**config.mk**
```make
export PLATFORM = sky130hd
export DESIGN_NAME = maze_solver_param
export DESIGN_NICKNAME = d
export VERILOG_FILES = /design/src/rtl/maze_solver_param.sv
export SDC_FILE = /design/constraint.sdc
export NUM_CORES = 2
export LEC_CHECK = 0
export CAP_MARGIN = 30
export CORE_ASPECT_RATIO = 1.5
export CORE_MARGIN = 2
export CORE_UTILIZATION = 50
export DETAILED_ROUTE_END_ITERATION = 8
export PLACE_DENSITY = 0.68
export SLEW_MARGIN = 0
export SYNTH_ARGS = -nofsm -noshare
export SYNTH_HDL_FRONTEND = slang
export SYNTH_SLANG_ARGS = --single-unit
```
**constraint.sdc**
```tcl
create_clock -name clk -period 18 [get_ports clk]
set_input_delay 2.7 -clock clk [delete_from_list [all_inputs] [get_ports clk]]
set_output_delay 2.7 -clock clk [all_outputs]
set_load 0.02 [all_outputs]
```
**src/rtl/maze_solver_param.sv**
```systemverilog
// Depth-first rat-in-maze solver: loadable wall map, direction stack, visited map, path replay.
// Define PATH_LEN_EN to add the path_len and explore_cnt outputs.
module maze_solver_param #(
  parameter int ROW_BITS = 4,
  parameter int COL_BITS = 4,
  parameter int DEPTH    = (2**ROW_BITS) * (2**COL_BITS)
) (
  input  logic                         clk,
  input  logic                         rst,
  input  logic                         ld_en,
  input  logic [ROW_BITS+COL_BITS-1:0] ld_addr,
  input  logic                         ld_data,
  input  logic                         start,
  input  logic                         run,
  output logic                         busy,
  output logic                         done,
  output logic                         fail,
  output logic                         move,
  output logic [1:0]                   move_dir,
  output logic [ROW_BITS-1:0]          move_row,
  output logic [COL_BITS-1:0]          move_col
`ifdef PATH_LEN_EN
  ,
  output logic [ROW_BITS+COL_BITS:0]   path_len,
  output logic [15:0]                  explore_cnt
`endif
);

  localparam int AW     = ROW_BITS + COL_BITS;
  localparam int CELLS  = 2**AW;
  localparam int SPW    = AW + 1;
  localparam bit SINGLE = (ROW_BITS == 0) && (COL_BITS == 0);
  localparam logic [AW-1:0] GOAL = '1;

  typedef enum logic [2:0] {IDLE, INIT, TRY, ADV, BACK, DONE, FAIL, REPLAY} state_t;

  state_t              state, state_d;
  logic [CELLS-1:0]    maze;
  logic [CELLS-1:0]    visited;
  logic [1:0]          stack [DEPTH];
  logic [ROW_BITS-1:0] pos_row, rrow;
  logic [COL_BITS-1:0] pos_col, rcol;
  logic [1:0]          dir;
  logic [SPW-1:0]      sp, rp;

  logic [AW-1:0]       nb, bk, rnext, top_idx;
  logic [1:0]          top, rdir;
  logic                cand, at_goal, ld_ok;
  logic                busy_d, done_d, fail_d, move_d;
  logic [1:0]          move_dir_d;
  logic [ROW_BITS-1:0] move_row_d;
  logic [COL_BITS-1:0] move_col_d;

  // Cell address {row,col} reached by one step in direction d.
  function automatic logic [AW-1:0] step(input logic [ROW_BITS-1:0] r,
                                         input logic [COL_BITS-1:0] c,
                                         input logic [1:0] d);
    logic [ROW_BITS-1:0] nr;
    logic [COL_BITS-1:0] nc;
    nr = r;
    nc = c;
    case (d)
      2'd0:    nr = r - ROW_BITS'(1);
      2'd1:    nc = c + COL_BITS'(1);
      2'd2:    nr = r + ROW_BITS'(1);
      default: nc = c - COL_BITS'(1);
    endcase
    return {nr, nc};
  endfunction

  function automatic logic in_bounds(input logic [ROW_BITS-1:0] r,
                                     input logic [COL_BITS-1:0] c,
                                     input logic [1:0] d);
    case (d)
      2'd0:    return r != '0;
      2'd1:    return c != '1;
      2'd2:    return r != '1;
      default: return c != '0;
    endcase
  endfunction

  assign nb      = step(pos_row, pos_col, dir);
  assign cand    = in_bounds(pos_row, pos_col, dir) && !maze[nb] && !visited[nb];
  assign at_goal = (nb == GOAL);
  assign top_idx = sp[AW-1:0] - AW'(1);
  assign top     = stack[top_idx];
  assign bk      = step(pos_row, pos_col, top ^ 2'd2);
  assign rdir    = stack[rp[AW-1:0]];
  assign rnext   = step(rrow, rcol, rdir);
  assign ld_ok   = (state == IDLE) || (state == DONE) || (state == FAIL);

  always_ff @(posedge clk or negedge rst) begin
    if (!rst) state <= IDLE;
    else      state <= state_d;
  end

  always_comb begin
    state_d = state;
    case (state)
      IDLE, FAIL: if (start) state_d = INIT;
      DONE: begin
        if (start)    state_d = INIT;
        else if (run) state_d = REPLAY;
      end
      INIT: begin
        if (maze[0])     state_d = FAIL;
        else if (SINGLE) state_d = DONE;
        else             state_d = TRY;
      end
      TRY: begin
        if (cand)            state_d = ADV;
        else if (dir == 2'd3) state_d = BACK;
      end
      ADV:  state_d = at_goal ? DONE : TRY;
      BACK: begin
        if (sp == '0)        state_d = FAIL;
        else if (top != 2'd3) state_d = TRY;
      end
      REPLAY: if (rp >= sp) state_d = DONE;
      default: state_d = IDLE;
    endcase
  end

  // Outputs are registered from the state being entered, so they track state one-for-one.
  always_comb begin
    busy_d     = (state_d == INIT) || (state_d == TRY) || (state_d == ADV) ||
                 (state_d == BACK) || (state_d == REPLAY);
    done_d     = (state_d == DONE) || (state_d == REPLAY);
    fail_d     = (state_d == FAIL);
    move_d     = 1'b0;
    move_dir_d = move_dir;
    move_row_d = move_row;
    move_col_d = move_col;
    if (state == REPLAY && rp < sp) begin
      move_d                   = 1'b1;
      move_dir_d               = rdir;
      {move_row_d, move_col_d} = rnext;
    end
  end

  always_ff @(posedge clk or negedge rst) begin
    if (!rst) begin
      busy     <= 1'b0;
      done     <= 1'b0;
      fail     <= 1'b0;
      move     <= 1'b0;
      move_dir <= '0;
      move_row <= '0;
      move_col <= '0;
      pos_row  <= '0;
      pos_col  <= '0;
      dir      <= '0;
      sp       <= '0;
      rp       <= '0;
      rrow     <= '0;
      rcol     <= '0;
      visited  <= '0;
    end else begin
      busy     <= busy_d;
      done     <= done_d;
      fail     <= fail_d;
      move     <= move_d;
      move_dir <= move_dir_d;
      move_row <= move_row_d;
      move_col <= move_col_d;
      case (state)
        IDLE, FAIL: if (start) visited <= '0;
        DONE: begin
          if (start) visited <= '0;
          else if (run) begin
            rp   <= '0;
            rrow <= '0;
            rcol <= '0;
          end
        end
        INIT: begin
          pos_row <= '0;
          pos_col <= '0;
          dir     <= '0;
          sp      <= '0;
          if (!maze[0]) visited[0] <= 1'b1;
        end
        TRY: if (!cand) dir <= dir + 2'd1;
        ADV: begin
          {pos_row, pos_col} <= nb;
          visited[nb]        <= 1'b1;
          sp                 <= sp + SPW'(1);
          dir                <= '0;
        end
        BACK: if (sp != '0) begin
          {pos_row, pos_col} <= bk;
          sp                 <= sp - SPW'(1);
          dir                <= top + 2'd1;
        end
        REPLAY: if (rp < sp) begin
          rp           <= rp + SPW'(1);
          {rrow, rcol} <= rnext;
        end
        default: ;
      endcase
    end
  end

  // Maze and stack are plain storage; the maze deliberately survives reset.
  always_ff @(posedge clk) begin
    if (ld_en && ld_ok) maze[ld_addr] <= ld_data;
  end

  always_ff @(posedge clk) begin
    if (state == ADV) stack[sp[AW-1:0]] <= dir;
  end

`ifdef PATH_LEN_EN
  function automatic logic [15:0] sat_inc16(input logic [15:0] v);
    return (v == 16'hFFFF) ? v : v + 16'd1;
  endfunction

  always_ff @(posedge clk or negedge rst) begin
    if (!rst) begin
      path_len    <= '0;
      explore_cnt <= '0;
    end else if (ld_ok && start) begin
      path_len    <= '0;
      explore_cnt <= '0;
    end else if (state == ADV) begin
      explore_cnt <= sat_inc16(explore_cnt);
      if (at_goal) path_len <= sp + SPW'(1);
    end
  end
`endif

endmodule
```
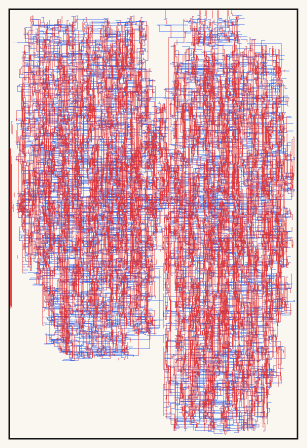
metal_stack.png
Two of the layers only.
met1 -> blue  # wire length 52.7 mm
met2 -> red  # wire length 75.6 mm
final wirelength: 149000 um
total number of vias: 34.81k
Wirelength per Cell: 28.44 um
Tot GR Track Use: 28.22%

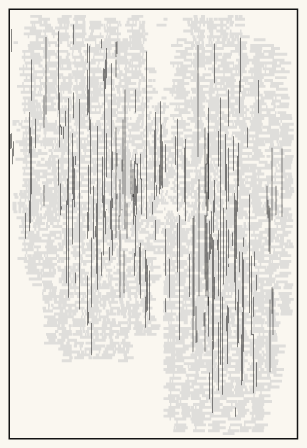
met4.png
Cells faint in the background.
main direction = vertical
nets with wire on the layer = 135
share of all routed wire = 6.2%

==> metrics.cfg <==
[floorplan]
fp.dieArea_mm2=0.1066
die_h_um=399.0
num_rows=144
fp.coreArea_mm2=0.1029

[placed_design]
dpl.cell_count=5043

[logic_synthesis]
ys_area_mm2=0.05200
syn_area_per_cell_um2=13.45
syn_area_mm2=0.05200
netlist_instances=3867
synth-edff-count=768
yosys_most_used_dff=edfxtp_1
ys_types=92

[finish]
final_common_cell=edfxtp_1
regArea_mm2=0.03081
area_delta_synth_final_pct=9.534

[route]
drc=0
dr.first_iter.drc_count=4143
vias_per_cell=6.645

[clocking]
path_clk_slew_ps=70
cts-root-buf=clkbuf_16
cts_sinks=1077
cts_inserted_buffers=101

[setup_path]
critical_path.endpoint=visited[197]
r2r_cells=16
worstSetupStartpoint=dir[0]
r2r_slack_ps=10210
critPathLaunchType=flip-flop
cp_max_fo=92

[global_route]
use_met1_pct=33.93
antenna_found_initial=6

[timing]
clock_skew_ps=39.82
fin_crit_ps=7793
slew_viol_final=0
worst_pin_slew_ps=1090
max_freq_mhz=128.3

[status]
status=completed

[hold_path]
hold_class=reg2reg

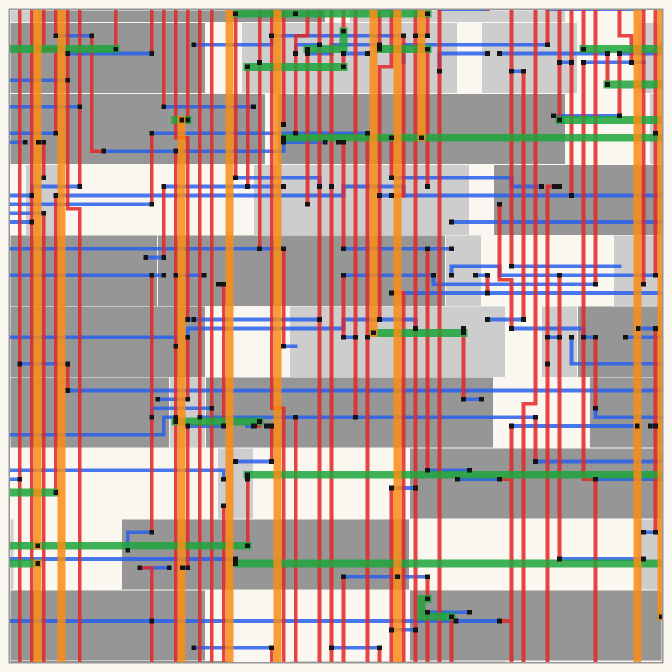
zoom.png
Window x 188 to 213, y 87 to 112 um. Cells in grey, sequential cells in the stronger grey; small squares are vias.
met2 -> red
met3 -> green
met4 -> orange
met1 -> blue
netlist names of flops here include = stack (13)
cells with their middle in the window = 23
most frequent = edfxtp_1 (13), nor2_1 (6), mux4_2 (3)
sequential cells in the window = 13

## sequential cells by signal, summed over array words and instances, names as in the netlist, 3 cells and up
signal    flops
rcol          4
pos_col       4
state         3
pos_row       4
rrow          4
sp            9
rp            9
move_row      4
move_col      4
visited     256
maze        256
stack       512
## kinds of logic (layout without fill, tap and decap cells)
logic type | Yosys count | count (layout) | share of synthesized area, %
AND-OR/OR-AND | 564 | 564 | 8.793
flip-flops | 1077 | 1077 | 59.22
AND/OR/NAND/NOR | 1365 | 1365 | 11.32
adder cells (fa/ha/maj) | 37 | 37 | 0.9288
buffers and inverters | 348 | 333 | 3.328
multiplexers | 439 | 439 | 15.74
XOR/XNOR | 37 | 37 | 0.6665
## worst register-to-register path: stages, from the launching register on
cell	delay, ps
dfrtp_4	1030
ha_1	680
nand2b_1	280
nand3_4	540
buf_4	790
mux2i_1	270
mux2i_1	270
o22ai_1	130
o31ai_1	820
o311a_1	310
and3_1	260
nand3_2	240
a211o_1	390
nand4_4	350
buf_12	260
buf_4	840
o2bb2ai_1	260
## stage by stage
| stage | hold WS [ps] | power, mW | cell area [um2] |
|---|---|---|---|
| floorplan | 449.7 | 6.850 | 52000 |
| global placement | 459.8 | 8.266 | 53080 |
| detailed placement | 468.8 | 8.364 | 53450 |
| CTS | 482.2 | 10.51 | 56780 |
| global route | 491.0 | 10.99 | 56950 |
| finish | 475.7 | 10.59 | 56950 |
## worst min path at each step
stage / from / to / slack, ps / depth (start not counted)
after CTS: move_col[3] / move_col[3] / 480 / 1
after global placement: move_row[1] / move_row[1] / 460 / 1
final: move_col[3] / move_col[3] / 480 / 1
after global routing: move_dir[0] / move_dir[0] / 490 / 1
after detailed placement: move_col[3] / move_col[3] / 470 / 1
after floorplan: visited[199] / visited[199] / 450 / 1
## synthesized netlist by cell type, types with 15 or more instances
library cell,n
clkbuf_1,174
inv_1,22
ha_1,33
o221ai_1,15
buf_1,32
nand2_1,385
a31oi_1,17
a21oi_1,39
o21ai_0,23
a311oi_1,22
o2bb2ai_1,255
o22ai_1,15
nand3_1,156
mux2i_1,127
nor2b_1,27
nand4_1,22
nor2_1,594
nor3_1,85
xnor2_1,23
dfrtp_1,309
mux4_2,302
buf_2,63
edfxtp_1,768
buf_6,39
and3_1,26
a21o_1,25
## report_power, final
| group | internal (mW) | total [mW] | leakage (nW) | switching [mW] |
|---|---|---|---|---|
| registers | 2.96 | 3.19 | 11.2 | 0.223 |
| logic | 1.90 | 5.24 | 6.45 | 3.35 |
| clock network | 1.20 | 2.16 | 1.63 | 0.960 |
## layer usage
metal  wire length (um)  vias to the layer above  part of all wire [%]
met1              52700                    17892                    35
met2              75570                     1851                    51
met3              11450                      453                   7.7
met5                 26                        -                 0.017
met4               9244                        4                   6.2
li1                   -                    14613                     -
## cell type report
type,instances,share of cell area (%)
clock buffers,128,4.870
clock inverters,61,0.9776
inverters,26,0.1714
multi-input cells,2442,34.43
flip-flops and latches,1077,54.10
well taps,1387,3.047
repair buffers,118,2.403
Power and IR drop assume default switching activity.
